===== config.mk =====
export PLATFORM = sky130hd
export DESIGN_NAME = multicycle_sequencer
export DESIGN_NICKNAME = d
export VERILOG_FILES = /design/src/rtl/multicycle_sequencer.sv
export SDC_FILE = /design/constraint.sdc
export NUM_CORES = 1
export LEC_CHECK = 0
export CAP_MARGIN = 20
export CORE_MARGIN = 2
export CORE_UTILIZATION = 36
export DETAILED_ROUTE_END_ITERATION = 6
export GPL_ROUTABILITY_DRIVEN = 0
export MAX_ROUTING_LAYER = met4
export PLACE_DENSITY = 0.77
export SKIP_LAST_GASP = 1
export SYNTH_ARGS = -nofsm -noshare
export SYNTH_HDL_FRONTEND = slang
export SYNTH_SLANG_ARGS = --single-unit

===== constraint.sdc =====
create_clock -name clk -period 2.2 [get_ports clk]
set_input_delay 0.33 -clock clk [delete_from_list [all_inputs] [get_ports clk]]
set_output_delay 0.33 -clock clk [all_outputs]
set_load 0.1 [all_outputs]

===== src/rtl/multicycle_sequencer.sv =====
// Multicycle control sequencer: FETCH/DECODE/EXEC/MEM/WB/HALT state machine
// that drives the memory, PC, instruction-register and ALU control strobes.
// All outputs are combinational from the current state and inputs.
// Optional feature: define RETIRE_COUNT_EN to add the 16-bit retired_cnt
// output, which counts instructions returning to FETCH.
module multicycle_sequencer (
  input  logic       clk,
  input  logic       rst_n,
  input  logic [3:0] opcode,
  input  logic [3:0] func,
  input  logic       zero,
  input  logic       mem_ready,
  output logic [2:0] state,
  output logic       mem_req,
  output logic       mem_we,
  output logic       mem_addr_sel,
  output logic       ir_write,
  output logic       pc_write,
  output logic [1:0] pc_src,
  output logic       alu_src,
  output logic       reg_write,
  output logic       mem_to_reg,
  output logic [1:0] alu_op,
  output logic       halted
`ifdef RETIRE_COUNT_EN
  ,
  output logic [15:0] retired_cnt
`endif
);

  typedef enum logic [2:0] {
    FETCH  = 3'd0,
    DECODE = 3'd1,
    EXEC   = 3'd2,
    MEM    = 3'd3,
    WB     = 3'd4,
    HALT   = 3'd5
  } state_t;

  localparam logic [3:0] OP_RTYPE = 4'b0000;
  localparam logic [3:0] OP_LW    = 4'b0001;
  localparam logic [3:0] OP_SW    = 4'b0010;
  localparam logic [3:0] OP_ADDI  = 4'b0011;
  localparam logic [3:0] OP_BEQ   = 4'b0100;
  localparam logic [3:0] OP_BNE   = 4'b0101;
  localparam logic [3:0] OP_JMP   = 4'b0110;

  state_t state_q;
  state_t state_d;

  logic is_rtype;
  logic is_lw;
  logic is_sw;
  logic is_addi;
  logic is_beq;
  logic is_bne;
  logic [1:0] rtype_alu_op;

  assign is_rtype = (opcode == OP_RTYPE);
  assign is_lw    = (opcode == OP_LW);
  assign is_sw    = (opcode == OP_SW);
  assign is_addi  = (opcode == OP_ADDI);
  assign is_beq   = (opcode == OP_BEQ);
  assign is_bne   = (opcode == OP_BNE);

  // Only func codes 0..3 select a distinct ALU op; anything else falls back to add.
  assign rtype_alu_op = (func[3:2] == 2'b00) ? func[1:0] : 2'b00;

  assign state = state_q;

  // State register; reset abandons any in-flight access and restarts at FETCH.
  always_ff @(posedge clk) begin
    if (!rst_n) state_q <= FETCH;
    else        state_q <= state_d;
  end

  // Next-state and control decode; reset masks every output to 0.
  always_comb begin
    state_d      = state_q;
    mem_req      = 1'b0;
    mem_we       = 1'b0;
    mem_addr_sel = 1'b0;
    ir_write     = 1'b0;
    pc_write     = 1'b0;
    pc_src       = 2'b00;
    alu_src      = 1'b0;
    reg_write    = 1'b0;
    mem_to_reg   = 1'b0;
    alu_op       = 2'b00;
    halted       = 1'b0;

    case (state_q)
      FETCH: begin
        mem_req = 1'b1;
        if (mem_ready) begin
          ir_write = 1'b1;
          pc_write = 1'b1;
          state_d  = DECODE;
        end
      end
      DECODE: begin
        if (opcode == OP_JMP) begin
          pc_write = 1'b1;
          pc_src   = 2'b10;
          state_d  = FETCH;
        end else if (opcode > OP_JMP) begin
          state_d = HALT;
        end else begin
          state_d = EXEC;
        end
      end
      EXEC: begin
        if (is_rtype) begin
          alu_op  = rtype_alu_op;
          state_d = WB;
        end else if (is_addi) begin
          alu_src = 1'b1;
          state_d = WB;
        end else if (is_lw || is_sw) begin
          alu_src = 1'b1;
          state_d = MEM;
        end else begin
          alu_op   = 2'b01;
          pc_src   = 2'b01;
          pc_write = (is_beq && zero) || (is_bne && !zero);
          state_d  = FETCH;
        end
      end
      MEM: begin
        mem_req      = 1'b1;
        mem_addr_sel = 1'b1;
        mem_we       = is_sw;
        alu_src      = 1'b1;
        if (mem_ready) state_d = is_lw ? WB : FETCH;
      end
      WB: begin
        reg_write  = 1'b1;
        mem_to_reg = is_lw;
        alu_src    = is_addi;
        alu_op     = is_rtype ? rtype_alu_op : 2'b00;
        state_d    = FETCH;
      end
      HALT: begin
        halted = 1'b1;
      end
      default: begin
        state_d = FETCH;
      end
    endcase

    if (!rst_n) begin
      mem_req      = 1'b0;
      mem_we       = 1'b0;
      mem_addr_sel = 1'b0;
      ir_write     = 1'b0;
      pc_write     = 1'b0;
      pc_src       = 2'b00;
      alu_src      = 1'b0;
      reg_write    = 1'b0;
      mem_to_reg   = 1'b0;
      alu_op       = 2'b00;
      halted       = 1'b0;
    end
  end

`ifdef RETIRE_COUNT_EN
  // Count each return to FETCH from another state; HALT entry never counts.
  always_ff @(posedge clk) begin
    if (!rst_n)                                    retired_cnt <= 16'h0000;
    else if (state_q != FETCH && state_d == FETCH) retired_cnt <= retired_cnt + 16'h0001;
  end
`endif

endmodule


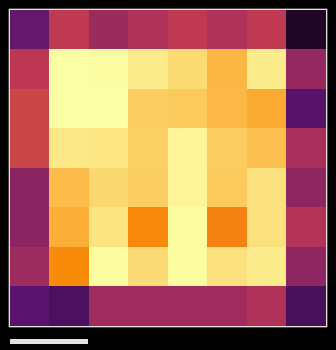
*Cell density map, run 1*
The bar under the picture is 10 µm long. The die is cut into 8 by 8 equal tiles; black is low, pale yellow is high, 0 to 100% covered.
The fullest tile reaches 100%. 52% of the tiles are over 75% full. The densest ninth of the die: middle.

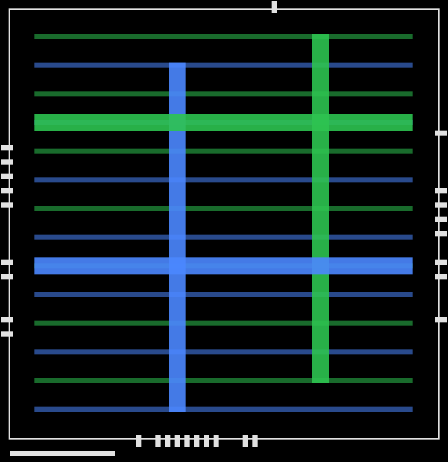
*Power grid, run 1*
The bar under the picture is 10 µm long. Pins as bars on the die edge.
Key: green = VDD; blue = VSS
28 signal pins sit on the boundary. 2 straps on met4. The core has 13 rows.
die width: 40.6 µm
Die Y: 40.6 µm
core area: 0.00127 mm²
maximum VDD drop: 0.000184 V

==> flow_summary.yaml, run 1 <==
# yosys + openroad results
outcome:
  status: "finished clean"
critical_path:
  path_buffers: 2
  critical-path-top-delay-family: "simple AND/OR/NAND/NOR gates"
clock_network:
  clock_sinks: 3
layout:
  final_common_cell: "buf_4"
  mostFrequentLayoutCells: "20 x buf_4, 13 x buf_12, 6 x clkdlybuf4s50_1"
  fill_cells: 53
  num-nonclk-buffers: 45
  antenna_cells: 0
yosys:
  synth_chip_area_um2: 482
  yosysTopAreaCell: "dfxtp_1"
  top_area_frac: 0.125
  top_cells_by_area: "dfxtp_1 12%, nor2_1 7.0%, a2111oi_4 5.7%"
  ys.flop_type: "dfxtp_1"
die:
  chipArea_mm2: 0.00165
sta:
  rsz0062_at_grt: "true"
power_and_ir_drop:
  combPwrFrac: 0.649
  pwr-share-seq: 0.138
  leakagePower_nw: 0.451
  clkPwrFrac: 0.213
drt:
  wl_per_cell_um: 16.5
grt:
  grt_util_all_layers: 0.305
job:
  cap_viol_max_count: 0
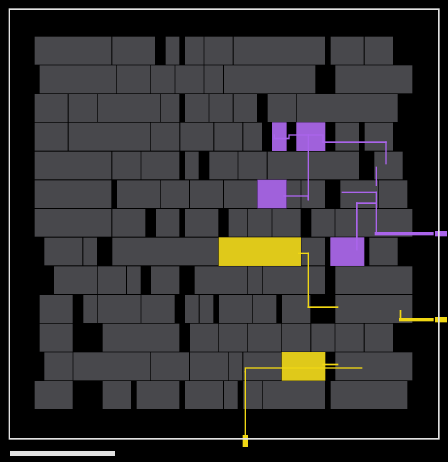
*Port wiring, run 1*
The bar under the picture is 10 µm long.
Key: yellow = `pc_src` [bits 2, direction output, edge 1 bottom, 1 right, end cells 2, wire 31.3 µm]; purple = `mem_ready` [bits 1, direction input, edge right, end cells 4, wire 43.1 µm]

run 1: how the worst max path moves through the flow:
stage | start | to | slack (ns) | depth (start not counted)
final | opcode[2] | alu_op[0] | 0.005 | 6
after global routing | opcode[2] | alu_op[0] | -0.05 | 6
after CTS | state[0] | alu_op[0] | -0.02 | 5
after detailed placement | opcode[3] | pc_write | -0.23 | 6
after global placement | opcode[3] | pc_write | -0.19 | 6
after floorplan | state[1] | pc_write | -0.37 | 5
run 1: metal layers:
metal  global-route usage  up-vias  share of wire
met3               0.0444       15          0.072
met5                    -        -              0
met4                0.167        0          0.038
met2                0.512       61           0.52
li1                     -      339              -
met1                0.341      347           0.36
run 1: metrics by stage:
step / worst slack (ns) / total power, mW / cells
global route: -0.0515 / 0.529 / 126
global placement: -0.191 / 0.372 / 117
floorplan: -0.373 / 0.277 / 66
CTS: -0.0217 / 0.492 / 123
finish: 0.00474 / 0.507 / 126
detailed placement: -0.232 / 0.377 / 117
run 1: power by group through the flow:
stage,Clock [mW],Sequential [mW],Combinational [mW]
after floorplan,0,0.104,0.173
after global placement,0,0.0808,0.291
after detailed placement,0,0.0808,0.296
after CTS,0.105,0.0707,0.317
after global routing,0.117,0.0709,0.341
final,0.108,0.0701,0.329
run 1: Yosys cell counts (all sizes together) (2+ instances only):
cell	instances
o21ai	3
nor4	2
nor2	9
a21oi	3
o22ai	2
nand2b	3
inv	4
a2111oi	2
buf	3
or3	2
nor3	3
nand3	2
nand2	4
a21o	2
dfxtp	3
xor2	2
run 1: cell families (layout without fill, tap and decap cells):
logic type | after synthesis | count (layout) | share of synthesized area
flip-flops | 3 | 3 | 0.125
AND/OR/NAND/NOR | 34 | 34 | 0.418
XOR/XNOR | 3 | 3 | 0.0546
buffers and inverters | 8 | 53 | 0.0961
AND-OR/OR-AND | 18 | 18 | 0.306
==> run 2: changes to the inputs <==
--- a/config.mk
+++ b/config.mk
@@ -13,6 +13,7 @@
 export MAX_ROUTING_LAYER = met4
 export PLACE_DENSITY = 0.77
 export SKIP_LAST_GASP = 1
+export SLEW_MARGIN = 20
 export SYNTH_ARGS = -nofsm -noshare
 export SYNTH_HDL_FRONTEND = slang
 export SYNTH_SLANG_ARGS = --single-unit
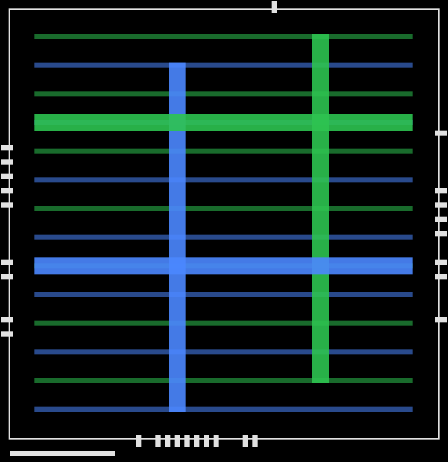
*Power grid, run 2*
The bar under the picture is 10 µm long. Pins as bars on the die edge.
Key: green = VDD; blue = VSS
2 straps on met4. The core has 13 rows.

==> run 2 against run 1 <==
Against the previous run:
- global-route usage stayed put
- clock skew did not move
- combinational power about the same
- design area unchanged
- sequential power is essentially flat
- sequential share of layout area stayed put
- count of clock-buffer cells in the layout unchanged
- clock power barely moved
==> flow_summary.yaml, run 2 <==
# yosys + openroad results
die:
  fp.dieH_um: 40.6
  chipArea_mm2: 0.00165
  core_area_mm2: 0.00127
power_and_ir_drop:
  vdd_drop_max_v: 0.000184
  pwr-share-seq: 0.138
  clkPwrFrac: 0.213
  combPwrFrac: 0.649
job:
  cap_viol_max_count: 0
layout:
  fill_cells: 53
  stdcell_count: 126
  mostFrequentLayoutCells: "20 x buf_4, 13 x buf_12, 6 x clkdlybuf4s50_1"
  antenna_cells: 0
  final_common_cell: "buf_4"
yosys:
  synth_chip_area_um2: 482
  top_cells_by_area: "dfxtp_1 12%, nor2_1 7.0%, a2111oi_4 5.7%"
  ys_sh_simple: 0.418
  ys.flop_type: "dfxtp_1"
  top_area_frac: 0.125
  yosys.area_share.xor_xnor: 0.0545
  yosysTopAreaCell: "dfxtp_1"
  most_common_cell: "nor2_1"
  muxShareOfSynthArea: 0
  ys_top_logic_family: "simple AND/OR/NAND/NOR gates"
place:
  place.detailed.instances: 117
sta:
  rsz0062_at_grt: "true"
drt:
  wl_per_cell_um: 16.5
worst_hold_path:
  hp-class: "flip-flop to flip-flop"
grt:
  grt_util_all_layers: 0.305
outcome:
  status: "finished clean"
clock_network:
  clock_sinks: 3
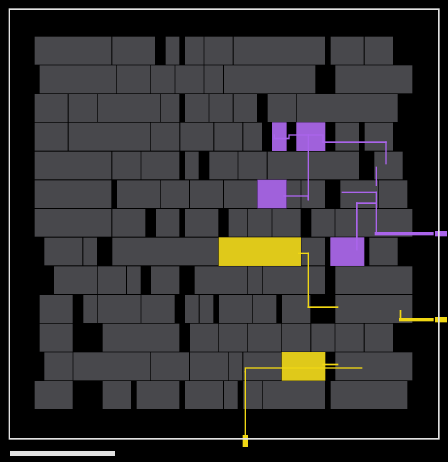
*Port wiring, run 2*
The bar under the picture is 10 µm long.
Key: yellow = `pc_src` [bits 2, direction output, edge 1 bottom, 1 right, end cells 2, wire 31.3 µm]; purple = `mem_ready` [bits 1, direction input, edge right, end cells 4, wire 43.1 µm]

-- run 2: cell counts in the layout (fill, tap and decap cells not counted) --
Identical to the previous run, type by type.
-- run 2: through the flow --
stage                     TNS (ns)  setup WS (ns)  instance area, µm²
after floorplan             -0.894         -0.373                 602
after global placement      -0.491         -0.191                1070
after detailed placement    -0.571         -0.232                1070
after CTS                  -0.0224        -0.0217                1120
after global routing       -0.0806        -0.0515                1150
final                            0        0.00474                1150
-- run 2: area by class of cell --
type | instances | share of cell area
multi-input cells | 55 | 0.427
clock buffers | 4 | 0.0229
repair buffers | 45 | 0.459
inverters | 4 | 0.0131
well taps | 15 | 0.0163
flip-flops and latches | 3 | 0.0621
-- run 2: critical path, delay by kind of cell --
kind	cells	cell delay [ns]
simple gates	2	0.55
buf+inv	2	0.44
compound gates	2	0.55
-- run 2: power groups by stage --
stage	registers, mW	logic (mW)	clock network, mW
after floorplan	0.104	0.173	0
final	0.0701	0.329	0.108
after detailed placement	0.0808	0.296	0
after global routing	0.0709	0.341	0.117
after CTS	0.0707	0.317	0.105
after global placement	0.0808	0.291	0
-- run 2: layer usage --
metal / track usage / vias to the layer above / share of wire
li1: - / 339 / -
met1: 0.341 / 347 / 0.36
met2: 0.512 / 61 / 0.52
met3: 0.0444 / 15 / 0.072
met4: 0.167 / 0 / 0.038
met5: - / - / 0
-- run 2: final timing paths --
kind                            startpoint         to  slack [ns]  cells past startpoint
worst max-delay path             opcode[2]  alu_op[0]       0.005                      6
worst min-delay path              state[2]   state[0]        0.69                      3
worst max register to register    state[2]   state[1]        0.85                      3
worst min register to register    state[2]   state[0]        0.69                      3
Power is estimated from default activity; no workload was simulated.
